## src/rtl/barrel_shift_arb.sv

```systemverilog
// Two-requester front end for one shared 8-bit barrel shifter: round-robin grant,
// multi-pass execution of shift amounts above STEP_MAX, result held until taken.
module barrel_shift_arb #(
    parameter int WIDTH    = 8,
    parameter int AMT_W    = 4,
    parameter int STEP_MAX = 7
) (
    input  logic             clk,
    input  logic             rst_n,
    input  logic             req0_valid,
    output logic             req0_ready,
    input  logic [WIDTH-1:0] req0_data,
    input  logic             req0_lr,
    input  logic [AMT_W-1:0] req0_n,
    input  logic             req1_valid,
    output logic             req1_ready,
    input  logic [WIDTH-1:0] req1_data,
    input  logic             req1_lr,
    input  logic [AMT_W-1:0] req1_n,
    output logic             rsp_valid,
    input  logic             rsp_ready,
    output logic [WIDTH-1:0] rsp_data,
    output logic             rsp_id,
    output logic             busy
);

    localparam int STEP_W = $clog2(STEP_MAX + 1);
    localparam logic [AMT_W-1:0] STEP_LIM = AMT_W'(STEP_MAX);

    typedef enum logic [1:0] {IDLE, SHIFT, RESP} state_t;

    state_t           state_q;
    logic [WIDTH-1:0] acc_q;
    logic             lr_q;
    logic [AMT_W-1:0] rem_q;
    logic             id_q;
    logic             last_q;
    logic             rsp_valid_q;
    logic [WIDTH-1:0] rsp_data_q;
    logic             rsp_id_q;
    logic             busy_q;

    logic             gnt_vld_d;
    logic             gnt_id_d;
    logic [AMT_W-1:0] step_d;
    logic [AMT_W-1:0] rem_d;
    logic [WIDTH-1:0] shift_d;

    function automatic logic [WIDTH-1:0] shift_pass(input logic [WIDTH-1:0] v,
                                                    input logic              left,
                                                    input logic [STEP_W-1:0] s);
        return left ? (v << s) : (v >> s);
    endfunction

    always_comb begin
        gnt_vld_d = 1'b0;
        gnt_id_d  = 1'b0;
        if (state_q == IDLE) begin
            if (req0_valid && req1_valid) begin
                gnt_vld_d = 1'b1;
                gnt_id_d  = ~last_q;
            end else if (req0_valid) begin
                gnt_vld_d = 1'b1;
            end else if (req1_valid) begin
                gnt_vld_d = 1'b1;
                gnt_id_d  = 1'b1;
            end
        end
    end

    // Readies are combinational; gating with rst_n keeps them low while reset is asserted.
    assign req0_ready = rst_n && gnt_vld_d && !gnt_id_d;
    assign req1_ready = rst_n && gnt_vld_d && gnt_id_d;

    always_comb begin
        step_d  = (rem_q > STEP_LIM) ? STEP_LIM : rem_q;
        rem_d   = rem_q - step_d;
        shift_d = shift_pass(acc_q, lr_q, step_d[STEP_W-1:0]);
    end

    always_ff @(posedge clk or negedge rst_n) begin
        if (!rst_n) begin
            state_q     <= IDLE;
            acc_q       <= '0;
            lr_q        <= 1'b0;
            rem_q       <= '0;
            id_q        <= 1'b0;
            last_q      <= 1'b1;
            rsp_valid_q <= 1'b0;
            rsp_data_q  <= '0;
            rsp_id_q    <= 1'b0;
            busy_q      <= 1'b0;
        end else begin
            case (state_q)
                IDLE: begin
                    if (gnt_vld_d) begin
                        acc_q   <= gnt_id_d ? req1_data : req0_data;
                        lr_q    <= gnt_id_d ? req1_lr : req0_lr;
                        rem_q   <= gnt_id_d ? req1_n : req0_n;
                        id_q    <= gnt_id_d;
                        last_q  <= gnt_id_d;
                        busy_q  <= 1'b1;
                        state_q <= SHIFT;
                    end
                end
                SHIFT: begin
                    acc_q <= shift_d;
                    rem_q <= rem_d;
                    if (rem_d == '0) begin
                        rsp_valid_q <= 1'b1;
                        rsp_data_q  <= shift_d;
                        rsp_id_q    <= id_q;
                        state_q     <= RESP;
                    end
                end
                RESP: begin
                    if (rsp_ready) begin
                        rsp_valid_q <= 1'b0;
                        busy_q      <= 1'b0;
                        state_q     <= IDLE;
                    end
                end
                default: state_q <= IDLE;
            endcase
        end
    end

    assign rsp_valid = rsp_valid_q;
    assign rsp_data  = rsp_data_q;
    assign rsp_id    = rsp_id_q;
    assign busy      = busy_q;

endmodule

```

## config.mk

```make
export PLATFORM = sky130hd
export DESIGN_NAME = barrel_shift_arb
export DESIGN_NICKNAME = d
export VERILOG_FILES = /design/src/rtl/barrel_shift_arb.sv
export SDC_FILE = /design/constraint.sdc
export NUM_CORES = 1
export LEC_CHECK = 0
export ABC_AREA = 1
export CORE_MARGIN = 3
export CORE_UTILIZATION = 25
export CTS_CLUSTER_DIAMETER = 40
export DETAILED_ROUTE_END_ITERATION = 10
export GPL_ROUTABILITY_DRIVEN = 0
export HOLD_SLACK_MARGIN = 0.06
export PLACE_DENSITY_LB_ADDON = 0.25
export SLEW_MARGIN = 20
export SYNTH_ARGS = -nofsm -noshare
export SYNTH_HDL_FRONTEND = slang
export SYNTH_SLANG_ARGS = --single-unit
```

## constraint.sdc

```tcl
create_clock -name clk -period 2.3 [get_ports clk]
set_input_delay 0.46 -clock clk [delete_from_list [all_inputs] [get_ports clk]]
set_output_delay 0.46 -clock clk [all_outputs]
set_load 0.05 [all_outputs]
```

==> impl_metrics.yaml <==
# generated from flow reports
cts:
  hold_buffers: 0
  cts_setup_buffers: 0
  ctsLongestPathBuffers: 2
  cts_resized: 0
  tritoncts: "built"
  cts_made_buffers: 3
  clk_latency_ns: 0.28
  numClockSinks: 28
  h-tree-depth: 1
routing:
  drt-initial-drc-count: 168
  vias: 2038
  antenna_left: 0
  vias_per_cell: 4.72
  wl_um: 5690
  first_pass_iters: 4
  route.detailed.drc: 0
  wl_per_cell_um: 13.2
global_route:
  grt_use_total_pct: 13.7
  grt_max_degree: 29
  grt_overflow: 0
  grt_util_met3_pct: 1.91
  grt.met1_usage_pct: 18.0
  grt_pass1_wl_um: 9800
  top_usage_layer: "met2"
  grt_pass1_vias: 2127
  antenna_found_initial: 0
final_timing:
  rsz0062_at_grt: "false"
  fmax_ghz: 0.493
  slew_headroom_pct: 66.4
  setup_viol: 0
  timing.final.hold_violations: 0
  clock_skew_ns: 0.00542
  period_used_pct: 88.3
power:
  leakagePower_uw: 0.00122
  ir_worst_vdd_mv: 0.464
  combPwrFrac_pct: 67.1
  p_int_uw: 1720
  p_switching_uw: 2050
  p_clk_share_pct: 8.5
  p_per_area_nw_per_um2: 1470
  sw_frac_of_total_pct: 54.5
critical_path:
  crit_chain: "clkdlybuf4s50_1 -> o21ai_2 -> nor3_2 -> buf_12"
  cp-end-kind: "output port"
  cp-start-kind: "input port"
  worst-setup-path-type: "input port to output port"
  crit_arrival_ns: 1.57
  r2r-start: "rem_q[1]$_DFFE_PN0P_"
  worstPathRequired_ns: 1.84
  cp_num_buf_inv: 2
  worstSetupStartpoint: "req1_valid"
  critPathMaxFanout: 9
  slowest_delay_ns: 0.45
layout:
  layout_top_cells: "nand2_1 (113), nand3_1 (41), clkdlybuf4s50_1 (41)"
  fin_util_pct: 34.6
  logic_area_um2: 1090
  nNetsFinal: 367
  fillers: 817
  diodes: 0
  fin_area_um2: 2560
  drive_gt1_share_pct: 10.8
  synthToLayoutAreaGrowth_pct: 31.2
run:
  cap_violations: 0
  openroad.warnings: 27
floorplanning:
  fp_util_pct: 26.4
  die_w_um: 94.4
  coreArea_um2: 7410
  chip_area_um2: 8910
  top_level_ports: 44
  rows: 31
  die_y_um: 94.4
yosys:
  yosysWarningCount: 0
  synthesis.area_um2: 1950
  synth.net_count: 322
  synth-edff-count: 0
  synth_stat.cells: 289
  ys_seq_share_pct: 35.9
  synth-seq-cells: 28
  synthFlopType: "dfrtp_1"
  synthArstFlopShare_pct: 100
  ys_types: 30
  synthCells: 289
  ys_area_um2: 1950
place:
  hpwl_um: 4410
  port_buffers: 43
  dp.cells: 428
min_path:
  hp-class: "register to register"
  worstHoldStart: "last_q$_DFFE_PN1P_"
run_status:
  status: "complete, no violations"
-- area by class of cell --
| cell class | count | area share [%] |
|---|---|---|
| tap | 99 | 4.83 |
| multi-input combinational | 227 | 42.7 |
| inverter | 25 | 3.66 |
| clock buffer | 4 | 2.15 |
| sequential | 28 | 27.4 |
| timing repair buffer | 49 | 19.3 |
-- worst paths after layout --
| path | end | slack (ns) | depth (start not counted) |
|---|---|---|---|
| max in group asynchronous | last_q$_DFFE_PN1P_ | 1.40 | 2 |
| min in group asynchronous | rem_q[3]$_DFFE_PN0P_ | 0.59 | 2 |
| setup / recovery | req0_ready | 0.27 | 4 |
| hold reg to reg | last_q$_DFFE_PN1P_ | 0.48 | 2 |
| setup reg to reg | rsp_data[3]$_DFFE_PN0P_ | 0.48 | 10 |
| hold / removal | last_q$_DFFE_PN1P_ | 0.48 | 2 |
-- stage by stage --
step                      setup slack [ns]  total power, uW  hold slack [ns]
after floorplan                      0.281             2810            0.164
after CTS                            0.250             3790            0.479
final                                0.270             3770            0.475
after global routing                 0.170             4170            0.498
after detailed placement             0.252             3470            0.462
after global placement               0.281             3460            0.459
-- power groups by stage --
stage	logic [uW]	registers, uW	clock network [uW]
detailed placement	2540	927	0
floorplan	1730	1080	0
global placement	2530	930	0
global route	2880	948	343
CTS	2550	917	329
finish	2530	920	318
-- synth_stat cells (2+ instances only) --
cell      number  area [um2]
or2_1          4        25.0
nor2_1        14        52.6
o21a_1         2        15.0
nand2_1      113         424
nand4_1        3        18.8
inv_1         17        63.8
buf_2          4        20.0
buf_6          3        33.8
o22ai_1        4        25.0
inv_2          7        26.3
o21ai_1        5        25.0
ha_1           2        25.0
a21oi_1        4        20.0
o21ai_0       12        60.1
dfrtp_1       27         676
o211ai_1       4        30.0
nand3_1       41         205
nand2_2        4        25.0
buf_4          2        15.0
nor2_2         4        25.0
nor2_4         3        33.8
a31oi_1        2        12.5
-- sequential cells by signal, summed over array words and instances, names as in the netlist --
signal	flops
rsp_id	1
busy	1
state_q	2
id_q	1
last_q	1
acc_q	8
rsp_data	8
rsp_valid	1
rem_q	4
lr_q	1
-- layer usage --
| metal | routed length (um) | share of wire (%) |
|---|---|---|
| met3 | 219 | 3.9 |
| met4 | 92 | 1.6 |
| met2 | 2740 | 48 |
| met1 | 2640 | 46 |
| met5 | 0 | 0 |
-- cell families after synthesis --
logic type,Yosys count,synth area share [%]
adder cells (fa/ha/maj),2,1.28
XOR/XNOR,1,0.832
AND/OR/NAND/NOR,190,43.6
buffers and inverters,34,8.32
AND-OR/OR-AND,34,10.1
flip-flops,28,35.9
-- worst reg2reg max path, stage by stage (launching register included) --
cell and delay [ns]:
dfrtp_1 0.48, inv_1 0.17, nand2_1 0.10, ha_1 0.23, xor2_2 0.18, inv_2 0.07, nand2_4 0.06, nor2_8 0.16
inv_2 0.13, nand2_1 0.08, nand2_1 0.05
### Gate families picked out

Scale: 4 px per um.
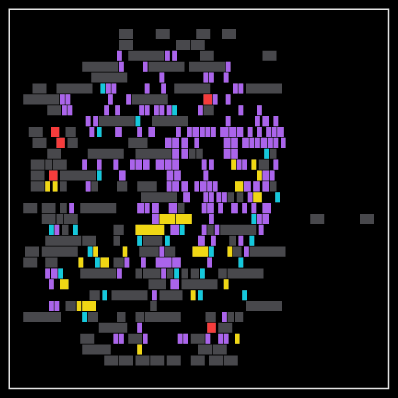
- yellow: nor cells (cells 23; most used nor2_1)
- cyan: inv cells (cells 25; most used inv_1)
- red: and/or cells (cells 5; most used or2_1)
- purple: nand cells (cells 162; most used nand2_1)
post-route insts no fill: 432
dominant logic cell type in the layout: nand2_1
fraction of area in multi-input gates: 42.7%

### Where the registers sit

Scale: 4 px per um.
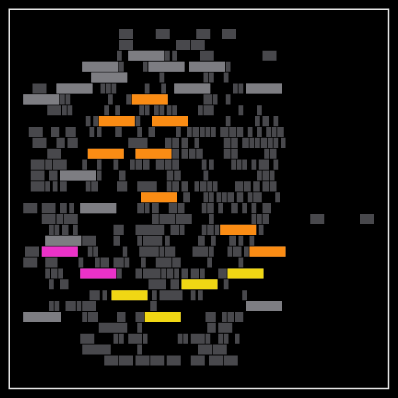
- orange: `acc_q` (flops 8)
- yellow: `rem_q` (flops 4; where bottom middle)
- magenta: `state_q` (flops 2)
- not colored: 14

### Signal wires by layer

Scale: 4 px per um.
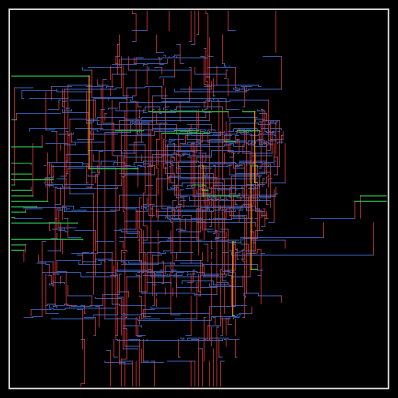
- green: metal 3 (wire length 219 um)
- orange: metal 4 (wire length 92.5 um)
- red: metal 2 (wire length 2,740 um)
- blue: metal 1 (wire length 2,640 um)

No activity file was given, so power comes from the tool's default toggle rates.
